**config.mk**
```make
export PLATFORM = sky130hd
export DESIGN_NAME = cc1200_spi_arbiter
export DESIGN_NICKNAME = d
export VERILOG_FILES = /design/src/rtl/cc1200_spi_arbiter.sv
export SDC_FILE = /design/constraint.sdc
export NUM_CORES = 1
export LEC_CHECK = 0
export CORE_MARGIN = 4
export CORE_UTILIZATION = 43
export CTS_CLUSTER_SIZE = 30
export DETAILED_ROUTE_END_ITERATION = 16
export HOLD_SLACK_MARGIN = 0.02
export PLACE_DENSITY = 0.81
export SYNTH_ARGS = -nofsm -noshare
export SYNTH_HDL_FRONTEND = slang
export SYNTH_SLANG_ARGS = --single-unit
```
**constraint.sdc**
```tcl
create_clock -name clk -period 2.2 [get_ports clk]
set_input_delay 0.44 -clock clk [delete_from_list [all_inputs] [get_ports clk]]
set_output_delay 0.44 -clock clk [all_outputs]
set_load 0.02 [all_outputs]
```
**src/rtl/cc1200_spi_arbiter.sv**
```systemverilog
// cc1200_spi_arbiter
//   Shares one CC1200 SPI transfer engine between two requesters:
//   requester 0 = CPU register path, requester 1 = hardware RX/status poller.
//   Round-robin grant, one transfer at a time. The winner's command is latched,
//   the engine is started, Busy is tracked to completion, and the read word
//   plus a one-cycle done pulse are returned to the winner.
//
//   Parameters:
//     BUSY_WAIT      cycles allowed for eng_busy to rise after eng_start (1..255)
//     TIMEOUT_CYCLES max cycles eng_busy may stay high (1..65535), only used
//                    when CC1200_SPI_ARB_TIMEOUT_EN is defined
//
//   Ports:
//     clk, rstn              clock, asynchronous active-low reset
//     req[1:0]               per-requester request level
//     req0_data/req0_wr      requester 0 command word / WR field
//     req1_data/req1_wr      requester 1 command word / WR field
//     gnt[1:0]               one-hot grant, held for the whole transfer
//     done[1:0]              one-hot single-cycle completion pulse
//     err                    1 = transfer failed; valid with done, held
//     rdata[31:0]            engine read word; valid with done, held
//     eng_start              single-cycle start pulse to the engine
//     eng_busy               engine busy level
//     eng_dout/eng_wr        command word / WR field to the engine
//     eng_din                read word from the engine
//
//   Optional feature (macro CC1200_SPI_ARB_TIMEOUT_EN):
//     defined   - a stuck-high eng_busy is abandoned after TIMEOUT_CYCLES
//                 cycles with err = 1, rdata = 0
//     undefined - the arbiter waits for eng_busy to fall indefinitely

module cc1200_spi_arbiter #(
  parameter int BUSY_WAIT      = 8,
  parameter int TIMEOUT_CYCLES = 65535
) (
  input  logic        clk,
  input  logic        rstn,
  input  logic [1:0]  req,
  input  logic [31:0] req0_data,
  input  logic [3:0]  req0_wr,
  input  logic [31:0] req1_data,
  input  logic [3:0]  req1_wr,
  output logic [1:0]  gnt,
  output logic [1:0]  done,
  output logic        err,
  output logic [31:0] rdata,
  output logic        eng_start,
  input  logic        eng_busy,
  output logic [31:0] eng_dout,
  output logic [3:0]  eng_wr,
  input  logic [31:0] eng_din
);

  generate
    if (BUSY_WAIT < 1 || BUSY_WAIT > 255 ||
        TIMEOUT_CYCLES < 1 || TIMEOUT_CYCLES > 65535) begin : g_bad_param
      $error("cc1200_spi_arbiter: BUSY_WAIT or TIMEOUT_CYCLES out of range");
    end
  endgenerate

  typedef enum logic [2:0] {
    IDLE,
    LAUNCH,
    WAIT_HI,
    WAIT_LO,
    DONE
  } state_t;

  localparam logic [7:0] BUSY_LIMIT = 8'(BUSY_WAIT);

  state_t      state_reg;
  logic        last_reg;       // index of the most recent winner
  logic        winner_reg;     // index of the requester being served
  logic [1:0]  gnt_reg;
  logic [1:0]  done_reg;
  logic        err_reg;
  logic [31:0] rdata_reg;
  logic        eng_start_reg;
  logic [31:0] eng_dout_reg;
  logic [3:0]  eng_wr_reg;
  logic [7:0]  busy_cnt_reg;

`ifdef CC1200_SPI_ARB_TIMEOUT_EN
  localparam logic [15:0] TIMEOUT_LIMIT = 16'(TIMEOUT_CYCLES);
  logic [15:0] to_cnt_reg;
`endif

  // Round-robin choice: a lone requester wins outright; on a tie the
  // requester that did not win last time goes first.
  logic pick;
  always_comb begin
    pick = 1'b0;
    if (req == 2'b11)
      pick = ~last_reg;
    else if (req[1])
      pick = 1'b1;
  end

  always_ff @(posedge clk or negedge rstn) begin
    if (!rstn) begin
      state_reg     <= IDLE;
      last_reg      <= 1'b1;
      winner_reg    <= 1'b0;
      gnt_reg       <= 2'b00;
      done_reg      <= 2'b00;
      err_reg       <= 1'b0;
      rdata_reg     <= '0;
      eng_start_reg <= 1'b0;
      eng_dout_reg  <= '0;
      eng_wr_reg    <= '0;
      busy_cnt_reg  <= '0;
`ifdef CC1200_SPI_ARB_TIMEOUT_EN
      to_cnt_reg    <= '0;
`endif
    end else begin
      // Pulses default low; they are raised only on the entry edge of
      // LAUNCH / DONE so each lasts exactly one cycle.
      eng_start_reg <= 1'b0;
      done_reg      <= 2'b00;

      case (state_reg)
        IDLE: begin
          if (|req) begin
            winner_reg    <= pick;
            eng_dout_reg  <= pick ? req1_data : req0_data;
            eng_wr_reg    <= pick ? req1_wr : req0_wr;
            gnt_reg       <= {pick, ~pick};
            eng_start_reg <= 1'b1;
            state_reg     <= LAUNCH;
          end
        end

        LAUNCH: begin
          // Busy seen during LAUNCH is deliberately not looked at.
          busy_cnt_reg <= '0;
          state_reg    <= WAIT_HI;
        end

        WAIT_HI: begin
          if (eng_busy) begin
`ifdef CC1200_SPI_ARB_TIMEOUT_EN
            to_cnt_reg <= '0;
`endif
            state_reg  <= WAIT_LO;
          end else if (busy_cnt_reg + 8'd1 == BUSY_LIMIT) begin
            // Engine never acknowledged the start.
            err_reg   <= 1'b1;
            rdata_reg <= '0;
            gnt_reg   <= 2'b00;
            done_reg  <= {winner_reg, ~winner_reg};
            state_reg <= DONE;
          end else begin
            busy_cnt_reg <= busy_cnt_reg + 8'd1;
          end
        end

        WAIT_LO: begin
          if (!eng_busy) begin
            err_reg   <= 1'b0;
            rdata_reg <= eng_din;
            gnt_reg   <= 2'b00;
            done_reg  <= {winner_reg, ~winner_reg};
            state_reg <= DONE;
          end
`ifdef CC1200_SPI_ARB_TIMEOUT_EN
          else if (to_cnt_reg + 16'd1 == TIMEOUT_LIMIT) begin
            // Engine is abandoned; its eventual busy fall is never sampled
            // because WAIT_HI is only reached again through LAUNCH.
            err_reg   <= 1'b1;
            rdata_reg <= '0;
            gnt_reg   <= 2'b00;
            done_reg  <= {winner_reg, ~winner_reg};
            state_reg <= DONE;
          end else begin
            to_cnt_reg <= to_cnt_reg + 16'd1;
          end
`endif
        end

        DONE: begin
          last_reg  <= winner_reg;
          state_reg <= IDLE;
        end

        default: state_reg <= IDLE;
      endcase
    end
  end

  assign gnt       = gnt_reg;
  assign done      = done_reg;
  assign err       = err_reg;
  assign rdata     = rdata_reg;
  assign eng_start = eng_start_reg;
  assign eng_dout  = eng_dout_reg;
  assign eng_wr    = eng_wr_reg;

endmodule

```
Fig. 1: run 1, cells colored by class
Fill, decap, tap and diode cells in gray.
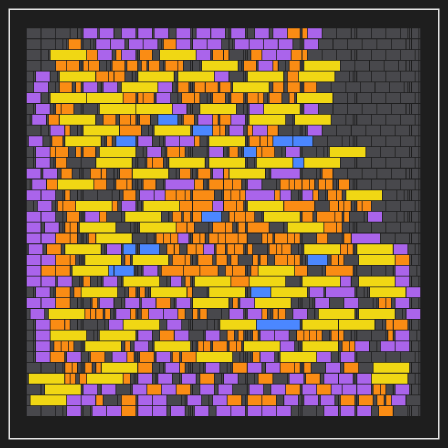
clock drivers and dummy loads -> blue  # cells 15
combinational and other logic -> orange  # cells 309
other buffers and delay cells -> purple  # cells 197
flops -> yellow  # cells 87
Final Util: 67.2%
post-route design area: 6540 um2

Fig. 2: run 1, routed metal per tile
Scale bar: 20 um. 22 x 22 tiles, from black (low) to pale yellow (high), scaled to the fullest tile. Values are wire area over tile area, all layers added.
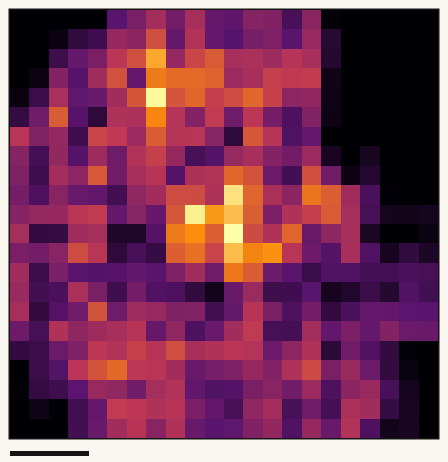
nearly empty tiles = 15%
densest ninth of the die = center
mean over tiles = 0.17
fullest tile = 0.55
emptiest ninth of the die = north-east
tiles over half the peak = 14%
GRT Total Usage: 21.1%
routed wire length: 12400 um

Fig. 3: run 1, register map, names as in the netlist
Other sequential cells in the stronger gray, the rest of the logic in the fainter gray.
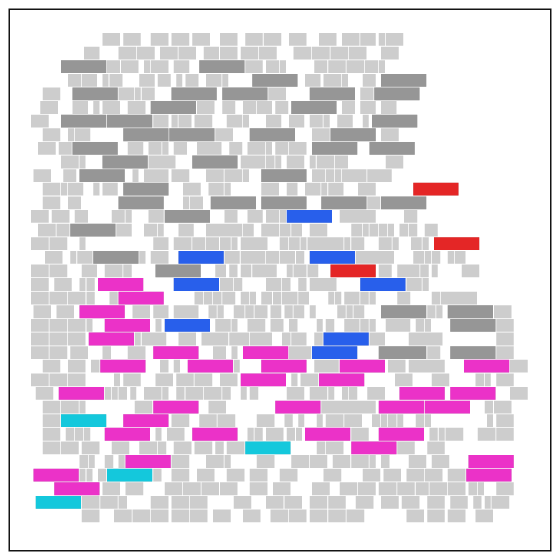
`busy_cnt_reg` -> blue  # placed flops 8, where center
`eng_wr` -> cyan  # placed flops 4, where south-west
`state_reg` -> red  # placed flops 3
`eng_dout` -> magenta  # placed flops 32
not colored = 40

==> results.cfg, run 1 <==
; generated from flow reports
[logic_synthesis]
top_cell_area_share_pct = 50.2
ys_ff = 87
edf_count = 0
ys_chip_area_um2 = 4290
syn_avg_cell_area_um2 = 10.1
syn_area_um2 = 4290
synth_seq_share_pct = 50.8
largest_area_cell = dfrtp_1
yosys_warnings = 0
synthArstFlopShare_pct = 100
yosys_cells = 426
ys.flop_type = dfrtp_1
syn_nets = 537

[layout]
n_antenna_cell = 0
fill_cells = 780
num-nets-final = 715
final_cell_mix = 181 x clkdlybuf4s50_1, 86 x dfrtp_1, 44 x nor2_1
lay_top_count = clkdlybuf4s50_1
drive_above_1_share_pct = 12.2

[clock_network]
clockRootBuffer = clkbuf_8
clock_sinks = 87
cts_buffers = 9
clkSlewWorstSetupHoldPaths_ns = 0.09
insertion_delay_ns = 0.36
cts_setup_buffers = 0
htreeDepth = 3

[worst_hold_path]
worstHoldPathType = reg2reg

[setup_path]
timing.rr.end = busy_cnt_reg[1]$_DFFE_PN0P_
rr_startpoint = busy_cnt_reg[3]$_DFFE_PN0P_
critPathSlowestCell = dfrtp_1
cp-end-kind = flip-flop
cp_max_fo = 10
start_kind = flip-flop
r2r_slack_ns = 0.1
critPathKind = reg2reg
crit_start = busy_cnt_reg[3]$_DFFE_PN0P_
cp.arrival_ns = 2.35
cp.required_ns = 2.45
crit_path_max_incr_delay_ns = 0.60
reg2reg_depth = 6

[place]
gp_congestion = 0.951
portBuffers = 182

[global_route]
grt_pass1_vias = 3967
overflow = 0
grt_max_degree = 74

[route]
drtIter0Drc = 301
drc = 0
avgRoutedWirePerCell_um = 16.7
vias = 3858

[floorplanning]
design.core.area_um2 = 9730
rows = 36
fp_util_pct = 44.1

[run]
maxCapViolations = 0
warning_count = 29

[final_timing]
relSlewSlack_pct = 71.8
finalCritPeriodShare_pct = 95.6
fin_skew_ns = 0.0129
min_period_ns = 2.10
worst_pin_slew_ns = 0.415
rsz0062_at_grt = true
hold_violations = 0
fmax_mhz = 475

[pwr]
ir_drop_uv = 829
finalPower_uw = 9050
p_leak_uw = 0.00281

[status]
status = completed
==> run 1: layout make-up <==
class / count / area, um2 / area share [%]
Clock buffer: 11 / 141 / 2.16
Timing Repair Buffer: 197 / 2000 / 30.5
Sequential cell: 87 / 2180 / 33.3
Tap cell: 133 / 166 / 2.54
Clock inverter: 4 / 55.1 / 0.841
Inverter: 35 / 131 / 2.01
Multi-Input combinational cell: 274 / 1870 / 28.6
==> run 1: how the worst min path moves through the flow <==
stage	slack [ns]	end	depth (start not counted)	from
global route	0.46	done[0]$_DFF_PN0_	1	winner_reg$_DFFE_PN0P_
detailed placement	0.38	eng_dout[12]$_DFFE_PN0P_	1	rstn
finish	0.44	done[0]$_DFF_PN0_	1	winner_reg$_DFFE_PN0P_
floorplan	0.14	busy_cnt_reg[0]$_DFFE_PN0P_	0	rstn
global placement	0.37	eng_dout[13]$_DFFE_PN0P_	1	rstn
CTS	0.44	done[0]$_DFF_PN0_	1	winner_reg$_DFFE_PN0P_
==> run 1: Yosys cell counts, types with 2 or more instances <==
cell      count
clkbuf_2      2
ha_1          2
buf_2        10
a22oi_1      33
nor4_1        4
xor2_1        3
nand3_1       5
o21a_1        3
clkbuf_1     13
o21ai_2      30
mux2i_1      37
dfrtp_1      86
and2_1        2
nor3_1        4
nand3_2       2
inv_1        35
nand2_1      15
nand2b_1      2
a31oi_1       4
o21ai_0      14
nor2b_1       4
buf_6         4
a21oi_1      44
nor2_1       44
==> run 1: timing repair <==
| action | in CTS | in global routing |
|---|---|---|
| cloned | 1 | 0 |
| setup endpoints to repair | 4 | 41 |
| hold endpoints to repair | 24 | 0 |
| hold buffers | 1 | 0 |
| resized | 1 | 6 |
==> run 1: kinds of logic (layout without fill, tap and decap cells) <==
group / count (synthesis) / in the layout / synth area share, %
AOI/OAI and AO/OA: 138 / 139 / 21.9
and+or+nand+nor: 91 / 91 / 10.1
DFF: 87 / 87 / 50.8
buffers and inverters: 66 / 247 / 6.91
muxes: 38 / 38 / 8.89
xor gates and xnor gates: 4 / 4 / 0.817
adders and majority gates: 2 / 2 / 0.583
==> run 1: power by group <==
group / internal, uW / switching (uW) / leakage, uW / total (uW)
Sequential: 2360 / 597 / 0.000957 / 2950
Clock: 557 / 576 / 0.0000960 / 1130
Combinational: 2300 / 2670 / 0.00175 / 4970
==> run 1: worst max-delay path, delay by kind of cell (launching register included) <==
kind	cells	cell delay (ns)
AOI/OAI and AO/OA	3	0.70
DFF	1	0.60
and+or+nand+nor	2	0.52
buffers and inverters	1	0.17
==> run 1: layer usage <==
metal	vias to the layer above	part of all wire, %	global-route usage (%)
met5	-	0	0
met4	0	2.7	5.95
met3	26	4.0	4.26
met2	116	55	38.9
met1	1870	38	24.7
li1	1846	-	-
==> run 1: metrics by stage <==
| stage | cells | hold slack (ns) | worst slack [ns] |
|---|---|---|---|
| after floorplan | 426 | 0.144 | 0.277 |
| after global placement | 724 | 0.374 | 0.0896 |
| after detailed placement | 724 | 0.379 | -0.0396 |
| after CTS | 741 | 0.435 | -0.00241 |
| after global routing | 741 | 0.456 | -0.0269 |
| final | 741 | 0.436 | 0.0963 |
==> run 2, diff against run 1 <==
--- a/config.mk
+++ b/config.mk
@@ -9,8 +9,8 @@
 export CORE_UTILIZATION = 43
 export CTS_CLUSTER_SIZE = 30
 export DETAILED_ROUTE_END_ITERATION = 16
-export HOLD_SLACK_MARGIN = 0.02
-export PLACE_DENSITY = 0.81
+export HOLD_SLACK_MARGIN = 0.06
+export PLACE_DENSITY_LB_ADDON = 0.15
 export SYNTH_ARGS = -nofsm -noshare
 export SYNTH_HDL_FRONTEND = slang
 export SYNTH_SLANG_ARGS = --single-unit
Fig. 4: run 2, close-up of the layout
Scale bar: 20 um. Region (2, 2) to (52, 52) um. Cells in gray, sequential cells in the stronger gray; small squares are vias.
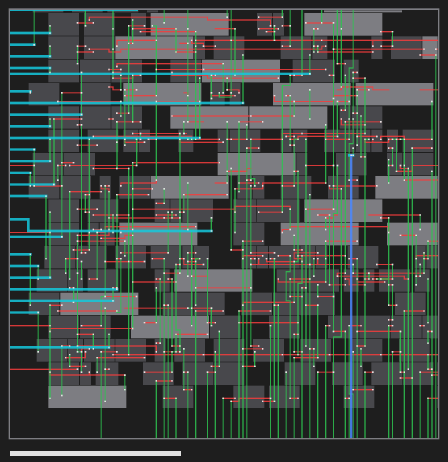
metal 3 -> cyan
metal 4 -> blue
metal 2 -> green
metal 1 -> red
sequential cells in the window = 20
cells with their middle in the window = 150
most frequent = clkdlybuf4s50_1 (61)
netlist names of flops here include = `eng_dout` (16), `eng_wr` (4)

==> run 2 against run 1 <==
Effect of this change: die area did not move; clock power fell by 4%; power fell by 1.2%; first-iteration DRC count fell by 36%; worst hold slack improved by 0.014 ns; critical path type unchanged.
==> results.cfg, run 2 <==
; generated from flow reports
[final_timing]
finalSetupTns_ns = 0
min_period_ns = 2.01
relSlewSlack_pct = 66.8
worst_pin_slew_ns = 0.497
slew_viol_final = 0
finalSetupViolCount = 0
setup_ws_ns = 0.185
finalCritPeriodShare_pct = 91.6
fin_skew_ns = 0.0109
hold_violations = 0
rsz0062_at_grt = false
fmax_mhz = 496

[route]
drc = 0
vias = 3823
drtIter0Drc = 193
postRouteAntennaNets = 0
wirelength_um = 11900
first_pass_iters = 6
avgRoutedWirePerCell_um = 16.1
viasPerCell = 5.15

[logic_synthesis]
synth_seq_share_pct = 50.8
area_leaders = dfrtp_1 50%, mux2i_1 8.6%, o21ai_2 6.1%, a22oi_1 5.8%, a21oi_1 5.1%
syn_avg_cell_area_um2 = 10.1
ys_ff = 87
largest_area_cell = dfrtp_1
syn_area_um2 = 4290
synthArstFlopShare_pct = 100
ys.flop_type = dfrtp_1
ys_top_cells_by_count = 86 x dfrtp_1, 44 x a21oi_1, 44 x nor2_1
yosys_warnings = 0
yosys_cells = 426
ys_chip_area_um2 = 4290
edf_count = 0
synth_cell_type_count = 48
synthCells = 426
syn_nets = 537
top_cell_area_share_pct = 50.2
top_cell = dfrtp_1

[global_route]
antenna_found_initial = 0
grt_max_degree = 44
grt_pass1_vias = 3905
grt.busiest_layer = met2
met1_usage_pct = 23.6
grt_use_met3_pct = 7.08
met2_usage_pct = 35.7
overflow = 0
grt_usage_pct = 20.4
grt_first_pass_wirelength_um = 18800

[layout]
syn_to_final_growth_pct = 51.7
drive_above_1_share_pct = 12.0
final_cell_mix = 181 x clkdlybuf4s50_1, 86 x dfrtp_1, 44 x nor2_1
num-nets-final = 716
n_antenna_cell = 0
fill_cells = 797
postLayoutCellArea_um2 = 6510
lay_top_count = clkdlybuf4s50_1

[clock_network]
cts_buffer_depth = 2
cts_tree = yes
htreeDepth = 3
insertion_delay_ns = 0.35
clkSlewWorstSetupHoldPaths_ns = 0.09
cts_buffers = 9
clockRootBuffer = clkbuf_8
clock_sinks = 87
cts_setup_buffers = 0

[pwr]
p_leak_uw = 0.00280
p_per_area_nw_per_um2 = 1370
ir_drop_uv = 799

[setup_path]
start_kind = flip-flop
critPathKind = reg2reg
cp.arrival_ns = 2.28
cp_max_fo = 17
cp-end-kind = flip-flop
cp.required_ns = 2.47

[place]
dp_hpwl_um = 8840
portBuffers = 182
gp_congestion = 0.850
placed_area_um2 = 6290
post-place-ws_ns = 0.0621

[floorplanning]
die_h_um = 108
die_width_um = 108
dieArea_um2 = 11600
fp_util_pct = 44.1
design.core.area_um2 = 9730
pin_count = 183
rows = 36

[run]
maxCapViolations = 0
warning_count = 27

[worst_hold_path]
worstHoldPathType = reg2reg

[status]
status = completed
==> run 2: logic make-up after synthesis <==
group	count (synthesis)	share of synthesized area, %
DFF	87	50.8
xor gates and xnor gates	4	0.817
and+or+nand+nor	91	10.1
AOI/OAI and AO/OA	138	21.9
adders and majority gates	2	0.583
muxes	38	8.89
buffers and inverters	66	6.91
==> run 2: through the flow <==
| step | instances | utilization [%] | hold slack (ns) | total power, uW |
|---|---|---|---|---|
| 3_3_place_gp | 725 | 64.7 | 0.436 | 7730 |
| 3_5_place_dp | 725 | 64.7 | 0.431 | 7870 |
| 4_1_cts | 742 | 66.7 | 0.445 | 9000 |
| 6_report | 743 | 66.9 | 0.449 | 8940 |
| 2_1_floorplan | 426 | - | 0.144 | 5750 |
| 5_1_grt | 743 | 66.9 | 0.473 | 9570 |
==> run 2: report_power, final <==
group | internal [uW] | leakage, uW | switching, uW | total, uW
logic | 2290 | 0.00175 | 2630 | 4910
registers | 2360 | 0.000957 | 581 | 2940
clock network | 522 | 0.0000960 | 569 | 1090
total | 5160 | 0.00280 | 3780 | 8940
==> run 2: worst max-delay path, stage by stage, from the launching register on <==
cell	delay [ns]
dfrtp_1	0.40
ha_1	0.30
nand3_2	0.13
or3_1	0.40
o2111a_2	0.18
a21o_4	0.32
o21ai_0	0.18
==> run 2: what timing repair did <==
item | in CTS | in global routing
hold endpoints to repair | 24 | 0
setup endpoints to repair | 0 | 13
gates resized | 0 | 2
hold buffers | 1 | 0
==> run 2: cell type report <==
type	instances	area (um2)	area share, %
flip-flops and latches	87	2180	33.5
repair buffers	198	1990	30.6
multi-input cells	274	1850	28.5
well taps	133	166	2.56
inverters	35	131	2.02
clock buffers	10	128	1.96
clock inverters	6	61.3	0.942
==> run 2: path summary, 6_finish.rpt <==
path                                            end  depth (start not counted)  slack (ns)                         from
setup / recovery              rdata[31]$_DFFE_PN0P_                          6        0.19  busy_cnt_reg[0]$_DFFE_PN0P_
hold / removal                    done[0]$_DFF_PN0_                          1        0.45       winner_reg$_DFFE_PN0P_
setup reg to reg              rdata[31]$_DFFE_PN0P_                          6        0.19  busy_cnt_reg[0]$_DFFE_PN0P_
hold reg to reg                   done[0]$_DFF_PN0_                          1        0.45       winner_reg$_DFFE_PN0P_
max in group asynchronous      last_reg$_DFFE_PN1N_                          3        0.96                         rstn
min in group asynchronous  eng_dout[30]$_DFFE_PN0P_                          2        0.59                         rstn
==> run 2: routing by layer <==
metal / routed length (um) / up-vias
met2: 6270 / 115
met5: 0 / -
met4: 229 / 0
met3: 811 / 19
li1: - / 1844
met1: 4630 / 1845
No activity file was given, so power comes from the tool's default toggle rates.
